Figure 1. Floorplan with the power grid (run 1).
Scale bar: 50 um. Pins as bars on the die edge.
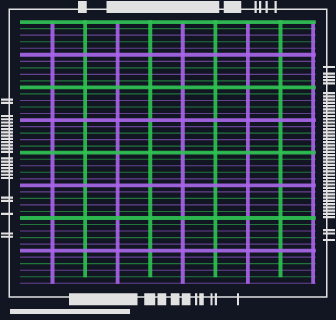
Figure 2. Placed cells, one color a class (run 1).
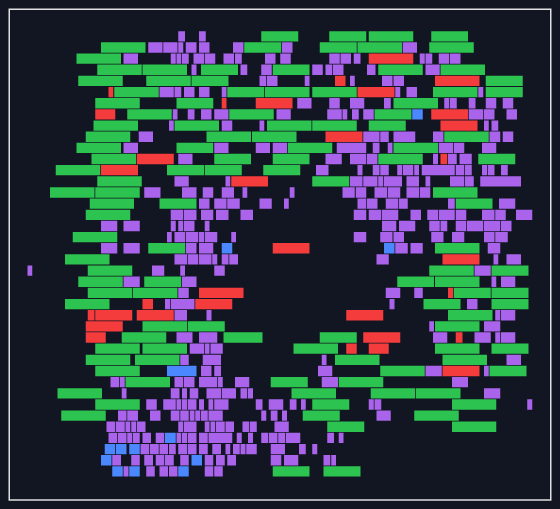
Figure 3. Signal wires by layer (run 1).
Scale bar: 50 um.
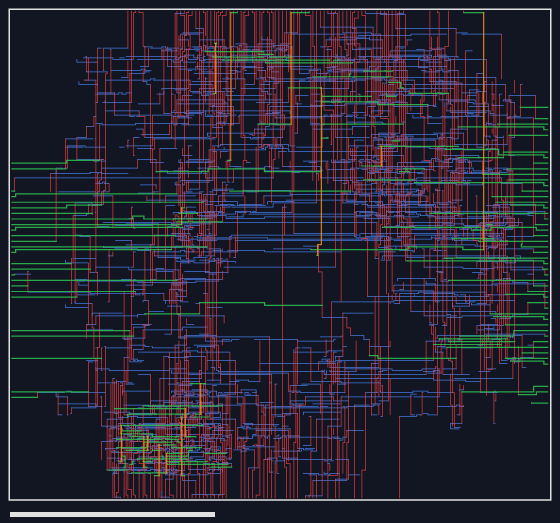
### src/rtl/wb_pkg.sv
// rtl/wb_pkg.sv - shared load-type encodings, register-zero constant and muldiv FIFO entry type
package wb_pkg;

  localparam logic [2:0] LDT_LW  = 3'd0;
  localparam logic [2:0] LDT_LH  = 3'd1;
  localparam logic [2:0] LDT_LHU = 3'd2;
  localparam logic [2:0] LDT_LB  = 3'd3;
  localparam logic [2:0] LDT_LBU = 3'd4;

  localparam logic [4:0] REG_ZERO = 5'd0;

  typedef struct packed {
    logic [4:0]  dest;
    logic [31:0] data;
  } md_entry_t;

endpackage

### src/rtl/wb_md_fifo.sv
// rtl/wb_md_fifo.sv - muldiv result FIFO with pending-destination mask over its live entries
module wb_md_fifo
  import wb_pkg::*;
#(
  parameter int DEPTH = 2,
  parameter int NREG  = 32
) (
  input  logic            clk,
  input  logic            rst_n,
  input  logic            push,
  input  md_entry_t       push_entry,
  input  logic            pop,
  output md_entry_t       head,
  output logic            full,
  output logic            empty,
  output logic [NREG-1:0] pend_mask
);

  localparam int AW = (DEPTH > 1) ? $clog2(DEPTH) : 1;

  md_entry_t     mem [DEPTH];
  logic [AW:0]   wptr;
  logic [AW:0]   rptr;
  logic [AW:0]   count;
  logic [AW-1:0] off;

  // Extra pointer MSB distinguishes full from empty when the index bits match.
  assign count = wptr - rptr;
  assign empty = (wptr == rptr);
  assign full  = (wptr[AW] != rptr[AW]) && (wptr[AW-1:0] == rptr[AW-1:0]);
  assign head  = mem[rptr[AW-1:0]];

  always_ff @(posedge clk or negedge rst_n) begin
    if (!rst_n) begin
      wptr <= '0;
      rptr <= '0;
    end else begin
      if (push) wptr <= wptr + (AW+1)'(1);
      if (pop)  rptr <= rptr + (AW+1)'(1);
    end
  end

  always_ff @(posedge clk) begin
    if (push) mem[wptr[AW-1:0]] <= push_entry;
  end

  // A slot is live when its distance from the read pointer is below count.
  always_comb begin
    pend_mask = '0;
    off       = '0;
    for (int i = 0; i < DEPTH; i++) begin
      off = AW'(i) - rptr[AW-1:0];
      if (({1'b0, off} < count) && (mem[i].dest != REG_ZERO))
        pend_mask[mem[i].dest] = 1'b1;
    end
  end

endmodule

### src/rtl/regfile_writeback.sv
// rtl/regfile_writeback.sv - register file write port arbiter for ALU, load and muldiv results
// Optional WB_FWD_EN adds fwd_valid/fwd_addr/fwd_data bypass outputs.
module regfile_writeback
  import wb_pkg::*;
#(
  parameter int DEPTH = 2,
  parameter int NREG  = 32
) (
  input  logic            clk,
  input  logic            rst_n,
  input  logic            alu_valid,
  input  logic [4:0]      alu_dest,
  input  logic [31:0]     alu_data,
  input  logic            ld_valid,
  input  logic [4:0]      ld_dest,
  input  logic [31:0]     ld_word,
  input  logic [2:0]      ld_type,
  input  logic [1:0]      ld_off,
  input  logic            md_valid,
  output logic            md_ready,
  input  logic [4:0]      md_dest,
  input  logic [31:0]     md_data,
  output logic            wb_stall,
  output logic [NREG-1:0] pend_mask,
  output logic            proto_err,
`ifdef WB_FWD_EN
  output logic            fwd_valid,
  output logic [4:0]      fwd_addr,
  output logic [31:0]     fwd_data,
`endif
  output logic [4:0]      writeaddr,
  output logic [31:0]     writedata,
  output logic            regwrite
);

  logic        slot;
  logic        pop;
  logic        fifo_full;
  logic        fifo_empty;
  md_entry_t   head;
  md_entry_t   md_in;
  logic [7:0]  ld_byte;
  logic [15:0] ld_half;
  logic [31:0] ld_result;

  assign slot     = alu_valid | ld_valid;
  assign pop      = !slot && !fifo_empty;
  assign md_ready = !fifo_full;
  assign wb_stall = fifo_full;
  assign md_in    = '{dest: md_dest, data: md_data};

  assign ld_byte = ld_word[{ld_off, 3'b000} +: 8];
  assign ld_half = ld_off[1] ? ld_word[31:16] : ld_word[15:0];

  always_comb begin
    ld_result = ld_word;
    case (ld_type)
      LDT_LB:  ld_result = {{24{ld_byte[7]}}, ld_byte};
      LDT_LBU: ld_result = {24'd0, ld_byte};
      LDT_LH:  ld_result = {{16{ld_half[15]}}, ld_half};
      LDT_LHU: ld_result = {16'd0, ld_half};
      default: ld_result = ld_word;
    endcase
  end

  wb_md_fifo #(.DEPTH(DEPTH), .NREG(NREG)) u_md_fifo (
    .clk        (clk),
    .rst_n      (rst_n),
    .push       (md_valid && !fifo_full),
    .push_entry (md_in),
    .pop        (pop),
    .head       (head),
    .full       (fifo_full),
    .empty      (fifo_empty),
    .pend_mask  (pend_mask)
  );

  // Load beats ALU on a protocol collision; the FIFO drains only into idle slots.
  always_ff @(posedge clk or negedge rst_n) begin
    if (!rst_n) begin
      regwrite  <= 1'b0;
      writeaddr <= '0;
      writedata <= '0;
      proto_err <= 1'b0;
    end else begin
      if (alu_valid && ld_valid) proto_err <= 1'b1;
      if (ld_valid) begin
        regwrite  <= (ld_dest != REG_ZERO);
        writeaddr <= ld_dest;
        writedata <= ld_result;
      end else if (alu_valid) begin
        regwrite  <= (alu_dest != REG_ZERO);
        writeaddr <= alu_dest;
        writedata <= alu_data;
      end else if (pop) begin
        regwrite  <= (head.dest != REG_ZERO);
        writeaddr <= head.dest;
        writedata <= head.data;
      end else begin
        regwrite  <= 1'b0;
      end
    end
  end

`ifdef WB_FWD_EN
  assign fwd_valid = regwrite;
  assign fwd_addr  = writeaddr;
  assign fwd_data  = writedata;
`endif

endmodule

### config.mk
export PLATFORM = sky130hd
export DESIGN_NAME = regfile_writeback
export DESIGN_NICKNAME = d
export VERILOG_FILES = /design/src/rtl/wb_pkg.sv /design/src/rtl/wb_md_fifo.sv /design/src/rtl/regfile_writeback.sv
export SDC_FILE = /design/constraint.sdc
export NUM_CORES = 1
export LEC_CHECK = 0
export ABC_AREA = 0
export ABC_CLOCK_PERIOD_IN_PS = 5700
export CAP_MARGIN = 15
export CORE_ASPECT_RATIO = 0.9
export CORE_MARGIN = 4
export CORE_UTILIZATION = 44
export DETAILED_ROUTE_END_ITERATION = 7
export DONT_BUFFER_PORTS = 1
export PLACE_DENSITY = 0.71
export SYNTH_ARGS = -nofsm -noshare
export SYNTH_HDL_FRONTEND = slang
export SYNTH_SLANG_ARGS = --single-unit
### constraint.sdc
create_clock -name clk -period 5.7 [get_ports clk]
set_input_delay 1.71 -clock clk [delete_from_list [all_inputs] [get_ports clk]]
set_output_delay 1.71 -clock clk [all_outputs]
set_load 0.05 [all_outputs]
==> impl_results.rst, run 1 <==
Physical design figures
=======================

.. list-table::
   :header-rows: 1

   * - Metric
     - Value
   * - Placed cells
     - roughly 650
   * - Buffer type at the clock tree root
     - sky130_fd_sc_hd__clkbuf_16
   * - Top comb family, area
     - AND-OR/OR-AND gates
   * - Crit Path Category
     - flip-flop to primary output
   * - Log Warnings
     - 27
   * - Final weighted congestion in routability-driven placement
     - just under 1
   * - Worst slew pin tran
     - ~1.1 ns
   * - Post CTS Setup Buffer Count
     - 0
   * - CP cell instances
     - xor2_2 > inv_2 > ha_1 > nor2_1 > or3_1 > o22ai_1
   * - Worst slack on hold paths
     - around 0.53 ns
   * - Leakage power figure
     - approximately 2.4 nW
   * - Post-detailed-placement half-perimeter wirelength
     - approximately 12000 um
   * - Final Max Slew Viols
     - 0
   * - Area fraction in compound gates
     - 18.66%
   * - Register share of total power
     - between 40% and 50%
   * - Crit Reg-Reg Startpoint
     - u_md_fifo.rptr[0]
   * - Number of failing setup endpoints in the final timing report
     - 0
   * - Average routed wire per standard cell
     - 24.75 um
   * - Number of clock sinks seen by CTS
     - around 120
   * - Commonest cells in the synthesized netlist
     - 74 x sky130_fd_sc_hd__edfxtp_1, 43 x sky130_fd_sc_hd__dfrtp_1, 42 x sky130_fd_sc_hd__nand2_1
   * - Maximum clock frequency
     - 0.2084 GHz
   * - Clock network fraction of design power
     - about 28%
   * - Share of final layout cell area taken by non-clock buffers
     - under 10%
   * - Initial cell density of the core
     - a little under half
   * - Pwr Total
     - 3.859 mW
   * - Type of the worst min-delay path
     - flip-flop to flip-flop
   * - Number of synthesized register bits
     - about 120
   * - Remaining Overflow, GRT
     - 0
   * - TritonCTS clock tree
     - done
   * - Boundary Pins
     - 194
   * - Cells on worst reg2reg path
     - 4
   * - Combinational cell power
     - ~1.1 mW
   * - Switching part of the total power
     - 41.07%
   * - Arithmetic-cell share of the synthesized area counting full adders, half adders and majority gates
     - less than 1%
   * - Count of filler cells inserted in the layout
     - ~1.2k
   * - Multiplexer share of the synthesized area
     - between 8 and 9%
   * - Instance tally after logic synthesis
     - ~520
   * - Cell total in the yosys stat output
     - 516
   * - Post-synth tally of flip-flops with integrated enable
     - about 74
   * - Setup crit end
     - pend_mask[20]
   * - Inverter tally of the final layout excluding the clock network
     - 10
   * - Tapcell count
     - 168
   * - Non-clock buffer count
     - 13
   * - Yosys stat area
     - between 6000 and 7000 um2
   * - Largest register FFs
     - around 74
   * - Antenna diodes
     - 0
   * - DRC errors left
     - 0
   * - Power spent charging and discharging nets
     - 1.585 mW
   * - H-tree levels
     - 4
   * - Share of layout cells above drive strength 1
     - 15.80%
   * - Syn Std Cell Area
     - just over 6000 um2
   * - Area share of the largest cell type after synthesis
     - 36.69%
   * - P_clk
     - 1.08 mW
   * - Commonest flop
     - sky130_fd_sc_hd__edfxtp_1
   * - Setup repair after global routing missed its margin
     - false
   * - Pin count of the biggest net entering global routing
     - roughly 50
   * - Number of clock buffers in the layout
     - 23
   * - Worst setup EP type
     - primary output
   * - Library cell with the largest summed area after synthesis
     - sky130_fd_sc_hd__edfxtp_1
   * - Combinational share of power
     - ~28%
   * - Global-route wire length before repair
     - around 27000 um
   * - Maximum number of buffers from clock root to sink
     - 2
   * - Count of placed standard cells in the final layout, fillers left out
     - ~690
   * - Clock latency on the worst-skew pair
     - approximately 0.41 ns
   * - Data required time of the worst path
     - about 4.0 ns
   * - Dominant kind of cell by area
     - flip-flops and latches
   * - 1st-pass router iterations
     - 5
   * - Slowest cell on the critical path
     - sky130_fd_sc_hd__o22ai_1
   * - Count of cell types in the netlist
     - roughly 66
   * - Type of element launching the critical path
     - flip-flop
   * - Hold Path Cell Cnt
     - 1
   * - Register Area
     - ~3300 um2
   * - Outcome
     - complete, no violations
About Figure 1:
| color | net |
|---|---|
| purple | VSS |
| green | VDD |
met5 straps: 8
signal pins: 194
met4 straps: 9
rows: 40
met1 rails: 41
die extent in y: 119.3 um
width of the die: 131.7 um
Max VDD drop: 0.0002105 V
Placeable Area: 13410 um2

About Figure 2:
| color | class | cells | share of their area |
|---|---|---|---|
| green | sequential cells | 117 | 50% |
| red | clock drivers and dummy loads | 32 | 9.2% |
| purple | remaining logic cells | 357 | 39% |
| blue | remaining buffers and delay cells | 13 | 1.7% |
post-route cell area: 6787 um2
fraction of the core area covered by cells at the end of the flow: 50.60%
sequential portion of the cell area: 48.62%
number of placement rows: 40

About Figure 3:
| color | layer | wire length |
|---|---|---|
| red | M2 | 8270 um |
| orange | M4 | 244 um |
| green | M3 | 2010 um |
| blue | M1 | 6480 um |
number of vias in the routed layout: 4452
final WL: 17010 um

## run 1: worst max-delay path, delay by kind of cell (launching register included)
family	cells	cell delay (ns)
AND-OR/OR-AND	1	0.88
adder cells (fa/ha/maj)	1	0.33
flip-flops	1	0.41
AND/OR/NAND/NOR	2	0.49
buffers and inverters	1	0.15
XOR/XNOR	1	0.41
## run 1: cells in the final DEF (no fill, tap or decap), types with 4 or more instances in the layout
cell                         n
sky130_fd_sc_hd__mux2_2     20
sky130_fd_sc_hd__inv_1       8
sky130_fd_sc_hd__buf_4      12
sky130_fd_sc_hd__edfxtp_1   74
sky130_fd_sc_hd__dfrtp_1    42
sky130_fd_sc_hd__a221o_1     7
sky130_fd_sc_hd__mux2i_1    29
sky130_fd_sc_hd__nor3b_1     7
sky130_fd_sc_hd__o21a_1      4
sky130_fd_sc_hd__nand2_1    42
sky130_fd_sc_hd__nand2b_1    4
sky130_fd_sc_hd__nor3_1      4
sky130_fd_sc_hd__nand3_1     4
sky130_fd_sc_hd__nand4b_1    6
sky130_fd_sc_hd__nor2_1     27
sky130_fd_sc_hd__nor2b_1     7
sky130_fd_sc_hd__a21oi_1    19
sky130_fd_sc_hd__o2111ai_1   6
sky130_fd_sc_hd__o221ai_1    7
sky130_fd_sc_hd__o22ai_1    30
sky130_fd_sc_hd__a22oi_1    18
sky130_fd_sc_hd__clkbuf_16  17
sky130_fd_sc_hd__o211ai_1   25
sky130_fd_sc_hd__and4_1      6
sky130_fd_sc_hd__a222oi_1    7
sky130_fd_sc_hd__o21ai_0    14
## run 1: per-layer routing
layer	global-route usage [%]	share of wire, %	vias to the layer above	wire (um)
met4	4.331	1.4	0	244
met5	0	0	-	0
met3	11.74	12	33	2007
li1	-	-	2009	-
met1	26.07	38	2169	6480
met2	34.83	49	241	8273
==> run 2, diff against run 1 <==
- ABC_CLOCK_PERIOD_IN_PS: 5700 -> 4300
- PLACE_DENSITY: 0.71 -> 0.73
- clock period: 5.7 -> 4.3 ns (I/O delays scaled with it)
Figure 4. Clock nets (run 2).
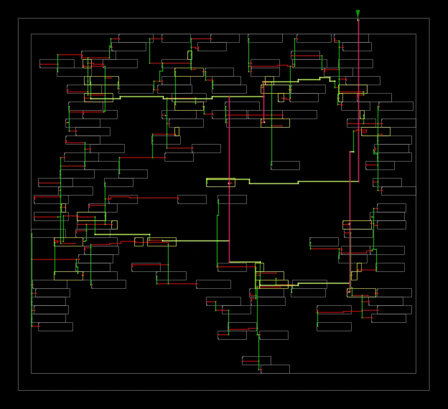
number of clock sinks seen by CTS: 117
number of clock buffers in the layout: 20
Clock Skews: 0.004929 ns
seq_cells: 117

Figure 5. Clock wires, drivers and flops (run 2).
Scale bar: 50 um.
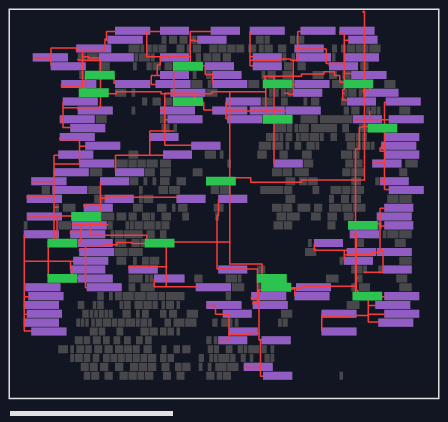
[red] clock wires | length: 1510 um
[green] clock-net drivers | count: 17
[purple] flip-flops | count: 117
flops lie: widely spread
clock latency on the worst-skew pair: 0.41 ns
P_clk: 1.20 mW
clock network fraction of design power: 24.2%

==> impl_results.rst, run 2 <==
Physical design figures
=======================

.. list-table::
   :header-rows: 1

   * - Metric
     - Value
   * - Critical path peak fanout
     - 9
   * - Register-to-register path setup slack
     - around 1.3 ns
   * - H-tree levels
     - 4 (unchanged)
   * - Mean instance size in the synthesized netlist
     - between 10 and 15 um2
   * - Largest register FFs
     - 74 (unchanged)
   * - Tapcell count
     - 168 (unchanged)
   * - Synth Seq Share
     - about 54%
   * - Remaining Overflow, GRT
     - 0 (unchanged)
   * - Footprint of the multi-input gates
     - approximately 2500 um2
   * - Final weighted congestion in routability-driven placement
     - 0.9390 (-5.2%)
   * - Non-clock buffer count
     - 36 (+23)
   * - Initial cell density of the core
     - 45.15% (unchanged)
   * - Inverter tally of the final layout excluding the clock network
     - 10 (unchanged)
   * - Placeable Area
     - 13410 um2 (unchanged)
   * - Number of failing setup endpoints in the final timing report
     - 0 (unchanged)
   * - Async set-reset flop share out of synthesis
     - about 37%
   * - Simple-Gate Fraction of Synth Area
     - a little under an eighth
   * - Top comb family, area
     - AND-OR/OR-AND gates
   * - Hold path start
     - u_md_fifo.rptr[1]
   * - Instance tally after logic synthesis
     - 516 (unchanged)
   * - Crit Reg-Reg Endpoint
     - u_md_fifo.mem[0][23]
   * - Number of antenna violations at the first check in global routing
     - 0
   * - TritonCTS clock tree
     - done
   * - Clock buf/inv share
     - around 7.3%
   * - Post-detailed-placement half-perimeter wirelength
     - 12780 um (+3.3%)
   * - Synth top area cells
     - sky130_fd_sc_hd__edfxtp_1 37%, sky130_fd_sc_hd__dfrtp_1 18%, sky130_fd_sc_hd__mux2i_1 4.8%, sky130_fd_sc_hd__mux2_2 3.7%, sky130_fd_sc_hd__o211ai_1 3.1%
   * - Post-CTS Hold Buffers
     - 0
   * - Final hold violation count
     - 0
   * - Worst slack on hold paths
     - 0.5370 ns (+0.005007 ns)
   * - Area fraction in compound gates
     - 18.66% (unchanged)
   * - Pin count of the biggest net entering global routing
     - 50 (unchanged)
   * - Buffer type at the clock tree root
     - sky130_fd_sc_hd__clkbuf_16
   * - Yosys synthesis warning count
     - 0
   * - Leakage power figure
     - 2.504 nW (+2.8%)
   * - Quantity of gates resized following cts
     - 0
   * - Share of layout cells above drive strength 1
     - 18.63% (+2.8 points)
   * - Area post-placement
     - 6341 um2
   * - Multi-input gates
     - around 350
   * - Placed cells
     - 678 (+3.7%)
   * - Net count reported at finish
     - ~650
   * - Share of the synthesized netlist area taken by xor and xnor gates
     - 1.302%
   * - Post-synth tally of flip-flops with integrated enable
     - 74 (unchanged)
   * - Setup_tns
     - 0 ns
   * - Post CTS Setup Buffer Count
     - 0 (unchanged)
   * - Sequential portion of the cell area
     - 48.22% (-0.40 points)
   * - Via count of the first global-routing pass
     - about 4.5k
   * - Vias per cell
     - approximately 6.5
   * - Number of placement rows
     - 40 (unchanged)
   * - Share of final layout cell area taken by non-clock buffers
     - 3.950% (+2.3 points)
   * - Slew HR
     - 33.83%
   * - Antenna-violating nets left
     - 0
   * - Post-route cell area
     - 6843 um2 (+0.83%)
   * - Crit Path Category
     - flip-flop to primary output
   * - Number of maximum-capacitance violations
     - 0
   * - Commonest cells in the synthesized netlist
     - 74 x sky130_fd_sc_hd__edfxtp_1, 43 x sky130_fd_sc_hd__dfrtp_1, 42 x sky130_fd_sc_hd__nand2_1
   * - Count of cell types in the netlist
     - 66 (unchanged)
   * - Clock buffer count from CTS
     - 17
   * - Antenna diodes
     - 0 (unchanged)
   * - Synth-to-layout area growth
     - 13.00%
   * - Die extent in y
     - 119.3 um (unchanged)
   * - Worst setup EP type
     - primary output
   * - Width of the die
     - 131.7 um (unchanged)
   * - Hold worst-path end
     - u_md_fifo.rptr[1]
   * - Outcome
     - complete, no violations
   * - Die ar.
     - between 15000 and 20000 um2
   * - Number of buffers added on ports
     - 0
   * - Clock edge transition at the registers on the reported setup and hold paths
     - roughly 0.05 ns
   * - Final critical path time including I/O delays and setup
     - 4.095 ns
   * - Type of the worst min-delay path
     - flip-flop to flip-flop
   * - Setup repair after global routing missed its margin
     - false
   * - Arithmetic-cell share of the synthesized area counting full adders, half adders and majority gates
     - 0.6198% (unchanged)
   * - Dominant kind of cell by area
     - flip-flops and latches
   * - Data required time of the worst path
     - 3.01 ns (-0.98 ns)
   * - Fraction of the core area covered by cells at the end of the flow
     - 51.02% (+0.42 points)
   * - Fraction of area in multi-input gates
     - ~37%
   * - Worst-case setup margin in the final layout
     - 0.2054 ns
   * - Number of vias in the routed layout
     - 4580 (+2.9%)
   * - Max VDD drop
     - 0.0004610 V (+120%)
   * - Area share of the largest cell type after synthesis
     - 36.69% (unchanged)
   * - Maximum clock frequency
     - roughly 0.24 GHz
   * - Synth top cell by count
     - sky130_fd_sc_hd__edfxtp_1
   * - DRC errors left
     - 0 (unchanged)
   * - Hold Path Cell Cnt
     - 1 (unchanged)
   * - Boundary Pins
     - 194 (unchanged)
   * - CP arrival
     - between 2 and 3 ns
   * - Minimum setup slack after placement
     - 0.6716 ns
   * - Crit Reg-Reg Startpoint
     - u_md_fifo.rptr[0]
   * - Commonest flop
     - sky130_fd_sc_hd__edfxtp_1
   * - Number of nets at floorplan
     - ~640
   * - Average routed wire per standard cell
     - 24.72 um (-0.14%)
   * - Final WL
     - 17550 um (+3.2%)
   * - Library cell with the largest summed area after synthesis
     - sky130_fd_sc_hd__edfxtp_1
   * - Cell total in the yosys stat output
     - 516 (unchanged)
   * - 1st-pass router iterations
     - 6 (+1)
   * - Final Max Slew Viols
     - 0 (unchanged)
   * - Multiplexer share of the synthesized area
     - 8.884% (unchanged)
   * - Worst slew pin tran
     - 0.9926 ns (-0.1502 ns)
   * - Yosys stat area
     - 6056 um2 (unchanged)
   * - Cells on worst reg2reg path
     - 6 (+2)
   * - Count of placed standard cells in the final layout, fillers left out
     - 710 (+3.3%)
   * - Type of element launching the critical path
     - flip-flop
   * - Top cell excl fill/tap
     - sky130_fd_sc_hd__edfxtp_1
   * - Final worst-path cycle share
     - ~95%
   * - Number of synthesized register bits
     - 117 (unchanged)
   * - Pwr Total
     - 4.945 mW (+28%)
   * - Maximum number of buffers from clock root to sink
     - 2 (unchanged)
   * - Global-route wire length before repair
     - 26450 um (-0.39%)
   * - Count of filler cells inserted in the layout
     - 1170 (+1.5%)
   * - Pwr dens
     - 722.6 nW/um2
   * - Log Warnings
     - 27 (unchanged)
   * - Starting DRC count in detailed routing
     - about 460
   * - Most frequently placed logic cells in the final layout
     - 74 x sky130_fd_sc_hd__edfxtp_1, 42 x sky130_fd_sc_hd__nand2_1, 42 x sky130_fd_sc_hd__dfrtp_1, 36 x sky130_fd_sc_hd__buf_4, 30 x sky130_fd_sc_hd__o22ai_1
   * - Syn Std Cell Area
     - 6056 um2 (unchanged)
   * - Register Area
     - 3299 um2 (unchanged)
   * - Total routing resource utilization after global routing
     - between 20 and 25%
run 2: cell counts after synthesis:
No cell type changed its count.
run 2: worst max path at each step:
stage                      start             to
2_1_floorplan  u_md_fifo.wptr[1]  pend_mask[10]
3_3_place_gp   u_md_fifo.wptr[1]  pend_mask[26]
3_5_place_dp   u_md_fifo.wptr[1]  pend_mask[18]
4_1_cts        u_md_fifo.wptr[1]  pend_mask[18]
5_1_grt        u_md_fifo.wptr[1]  pend_mask[18]
6_report       u_md_fifo.wptr[1]  pend_mask[18]
run 2: where the power goes:
group          leakage [nW]  switching, mW  total [mW]  internal, mW
sequential             1.20          0.620        2.20          1.58
combinational          1.06           1.03        1.54         0.514
clock                 0.236          0.479        1.20         0.719
run 2: logic make-up (layout without fill, tap and decap cells):
logic type               after synthesis  after routing
buffers and inverters                 52             78
flip-flops                           117            117
XOR/XNOR                               6              6
AND-OR/OR-AND                        154            154
adder cells (fa/ha/maj)                3              3
other                                  1              1
multiplexers                          50             50
AND/OR/NAND/NOR                      133            133
run 2: critical path, cell delays in order (launching register included):
cell and delay [ns]:
sky130_fd_sc_hd__dfrtp_1 0.43, sky130_fd_sc_hd__xor2_2 0.41, sky130_fd_sc_hd__inv_2 0.17, sky130_fd_sc_hd__ha_1 0.34, sky130_fd_sc_hd__nor2_1 0.05, sky130_fd_sc_hd__or3b_2 0.54, sky130_fd_sc_hd__o22ai_1 0.22, sky130_fd_sc_hd__buf_4 0.23
run 2: layer usage:
metal / share of wire [%] / vias to the layer above / wire length [um] / global-route usage [%]
met5: 0 / - / 0 / 0
met4: 2.9 / 0 / 503 / 8.596
met3: 12 / 41 / 2086 / 10.77
met2: 47 / 265 / 8166 / 34.70
met1: 39 / 2216 / 6792 / 25.97
li1: - / 2058 / - / -
==> run 3, diff against run 2 <==
- SETUP_SLACK_MARGIN: not set -> 0.1
==> impl_results.rst, run 3 <==
Physical design figures
=======================

.. list-table::
   :header-rows: 1

   * - Metric
     - Value
   * - Pwr dens
     - 723.8 nW/um2 (+0.15%)
   * - Synth-to-layout area growth
     - 13.18%
   * - Number of nets at floorplan
     - 640 (unchanged)
   * - Global-route wire length before repair
     - 26450 um (unchanged)
   * - Buffer type at the clock tree root
     - sky130_fd_sc_hd__clkbuf_16
   * - Crit Path Category
     - flip-flop to primary output
   * - Count of placed standard cells in the final layout, fillers left out
     - 710 (unchanged)
   * - H-tree levels
     - 4 (unchanged)
   * - Number of synthesized register bits
     - 117 (unchanged)
   * - 1st-pass router iterations
     - 5 (-1)
   * - Leading power group
     - sequential cells
   * - Quantity of gates resized following cts
     - 0 (unchanged)
   * - Library cell with the largest summed area after synthesis
     - sky130_fd_sc_hd__edfxtp_1
   * - Slew HR
     - 33.57% (-0.26 points)
   * - Die extent in y
     - 119.3 um (unchanged)
   * - Initial cell density of the core
     - 45.15% (unchanged)
   * - Switching part of the total power
     - 43.09% (+0.059 points)
   * - Type of the worst min-delay path
     - input port to async pin
   * - Most frequently placed logic cells in the final layout
     - 74 x sky130_fd_sc_hd__edfxtp_1, 42 x sky130_fd_sc_hd__nand2_1, 42 x sky130_fd_sc_hd__dfrtp_1, 36 x sky130_fd_sc_hd__buf_4, 30 x sky130_fd_sc_hd__o22ai_1
   * - Combinational cell power
     - 1.55 mW (about the same)
   * - Worst setup EP type
     - primary output
   * - CP arrival
     - 2.72 ns (-0.08 ns)
   * - Total buffers and inverters traversed by the critical path
     - 2 (unchanged)
   * - Number of failing setup endpoints in the final timing report
     - 0 (unchanged)
   * - Remaining Overflow, GRT
     - 0 (unchanged)
   * - Total routing resource utilization after global routing
     - 22.01% (unchanged)
   * - Instance tally after logic synthesis
     - 516 (unchanged)
   * - Synth top cell by count
     - sky130_fd_sc_hd__edfxtp_1
   * - Vias per cell
     - 6.479 (+0.44%)
   * - Clock edge transition at the registers on the reported setup and hold paths
     - 0.05 ns (about the same)
   * - Largest register FFs
     - 74 (unchanged)
   * - Type of element launching the critical path
     - flip-flop
   * - Cell total in the yosys stat output
     - 516 (unchanged)
   * - Number of vias in the routed layout
     - 4600 (+0.44%)
   * - Number of placement rows
     - 40 (unchanged)
   * - Setup repair after global routing missed its margin
     - false
   * - Post-detailed-placement half-perimeter wirelength
     - 12780 um (unchanged)
   * - P_seq
     - 2.21 mW (about the same)
   * - Top cell excl fill/tap
     - sky130_fd_sc_hd__edfxtp_1
   * - Average routed wire per standard cell
     - 24.81 um (+0.39%)
   * - Width of the die
     - 131.7 um (unchanged)
   * - Clock latency on the worst-skew pair
     - 0.41 ns (about the same)
   * - Register share of total power
     - 44.5% (about the same)
   * - Boundary Pins
     - 194 (unchanged)
   * - Number of clock sinks seen by CTS
     - 117 (unchanged)
   * - Setup_tns
     - 0 ns (unchanged)
   * - Largest incremental delay on the critical path
     - 0.54 ns (about the same)
   * - Critical path peak fanout
     - 9 (unchanged)
   * - Combinational share of power
     - 31.3% (about the same)
   * - P_clk
     - 1.20 mW (about the same)
   * - Fraction of the core area covered by cells at the end of the flow
     - 51.10% (+0.084 points)
   * - Leakage power figure
     - 2.506 nW (about the same)
   * - Clock buffer count from CTS
     - 17 (unchanged)
   * - Final weighted congestion in routability-driven placement
     - 0.9390 (unchanged)
   * - Placeable Area
     - 13410 um2 (unchanged)
   * - Cells on worst reg2reg path
     - 6 (unchanged)
   * - Register-to-register path setup slack
     - 1.26 ns (about the same)
   * - Crit Reg-Reg Endpoint
     - u_md_fifo.mem[0][23]
   * - Outcome
     - complete, no violations
   * - Antenna-violating nets left
     - 0 (unchanged)
   * - Count of cell types in the netlist
     - 66 (unchanged)
   * - Post CTS Setup Buffer Count
     - 0 (unchanged)
   * - Number of antenna violations at the first check in global routing
     - 0 (unchanged)
   * - Final worst-path cycle share
     - 93.21% (-2.0 points)
   * - Commonest cells in the synthesized netlist
     - 74 x sky130_fd_sc_hd__edfxtp_1, 43 x sky130_fd_sc_hd__dfrtp_1, 42 x sky130_fd_sc_hd__nand2_1
   * - Final hold violation count
     - 0 (unchanged)
   * - Area share of the largest cell type after synthesis
     - 36.69% (unchanged)
   * - Synth Seq Share
     - 54.46% (unchanged)
   * - Cell Int Power
     - 2.823 mW (+0.21%)
   * - Net count reported at finish
     - 653 (unchanged)
   * - Log Warnings
     - 27 (unchanged)
   * - CP cell instances
     - xor2_4 > inv_2 > ha_1 > nor2_1 > or3b_2 > o22ai_1 > buf_4
   * - Syn Std Cell Area
     - 6056 um2 (unchanged)
   * - Post-synth tally of flip-flops with integrated enable
     - 74 (unchanged)
   * - Die ar.
     - 15710 um2 (unchanged)
   * - Worst slew pin tran
     - 0.9965 ns (+0.003913 ns)
   * - Number of maximum-capacitance violations
     - 0 (unchanged)
[run 3: area by class of cell]
type	instances	area, um2
fill	1169	6559
sequential	117	3299
inverter	10	37.54
multi-input combinational	347	2535
clock buffer	20	436.7
timing repair buffer	36	270.3
clock inverter	12	65.06
tap	168	210.2
[run 3: kinds of logic after synthesis]
logic type               share of synthesized area (%)
multiplexers                                     8.884
adder cells (fa/ha/maj)                         0.6199
other                                          0.06192
AND-OR/OR-AND                                    18.66
flip-flops                                       54.46
XOR/XNOR                                         1.302
buffers and inverters                            4.215
AND/OR/NAND/NOR                                  11.80
[run 3: worst max path at each step]
| stage | from | endpoint | slack [ns] | cells after the start |
|---|---|---|---|---|
| global route | u_md_fifo.wptr[1] | pend_mask[18] | 0.18 | 7 |
| global placement | u_md_fifo.wptr[1] | pend_mask[26] | 0.80 | 7 |
| finish | u_md_fifo.wptr[1] | pend_mask[18] | 0.29 | 7 |
| floorplan | u_md_fifo.wptr[1] | pend_mask[10] | 0.43 | 7 |
| detailed placement | u_md_fifo.wptr[1] | pend_mask[18] | 0.67 | 7 |
| CTS | u_md_fifo.wptr[1] | pend_mask[18] | 0.22 | 7 |
[run 3: per-stage QoR]
step | power, mW | area, um2 | setup WS, ns
after floorplan | 3.361 | 6056 | 0.4277
after global placement | 3.699 | 6341 | 0.7973
after detailed placement | 3.754 | 6341 | 0.6716
after CTS | 4.959 | 6843 | 0.2204
after global routing | 5.175 | 6854 | 0.1815
final | 4.961 | 6854 | 0.2921
[run 3: routing by layer]
layer	global-route usage (%)	share of wire, %	vias up
li1	-	-	2066
met1	25.97	38	2242
met2	34.70	47	256
met3	10.77	12	36
met4	8.596	2.7	0
met5	0	0	-
Figure 6. Floorplan with the power grid (run 3).
Scale bar: 50 um. Pins as bars on the die edge.
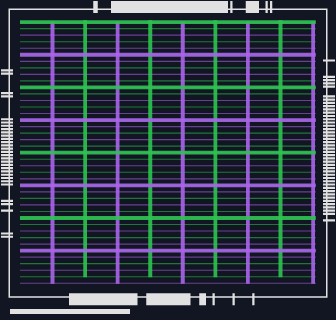
| color | net |
|---|---|
| green | VDD |
| purple | VSS |
met5 straps: 8
rows: 40
met4 straps: 9
met1 rails: 41
signal pins: 194
Max VDD drop: 0.0004615 V

Figure 7. Clock wires, drivers and flops (run 3).
Scale bar: 50 um.
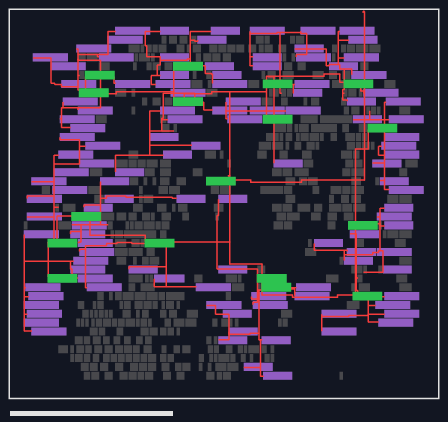
[purple] flip-flops | count: 117
[red] clock wires | length: 1530 um
[green] clock-net drivers | count: 17
flops lie: widely spread
Clock Skews: 0.004305 ns

Power figures rest on the tool's default switching activity, not on a simulated workload.
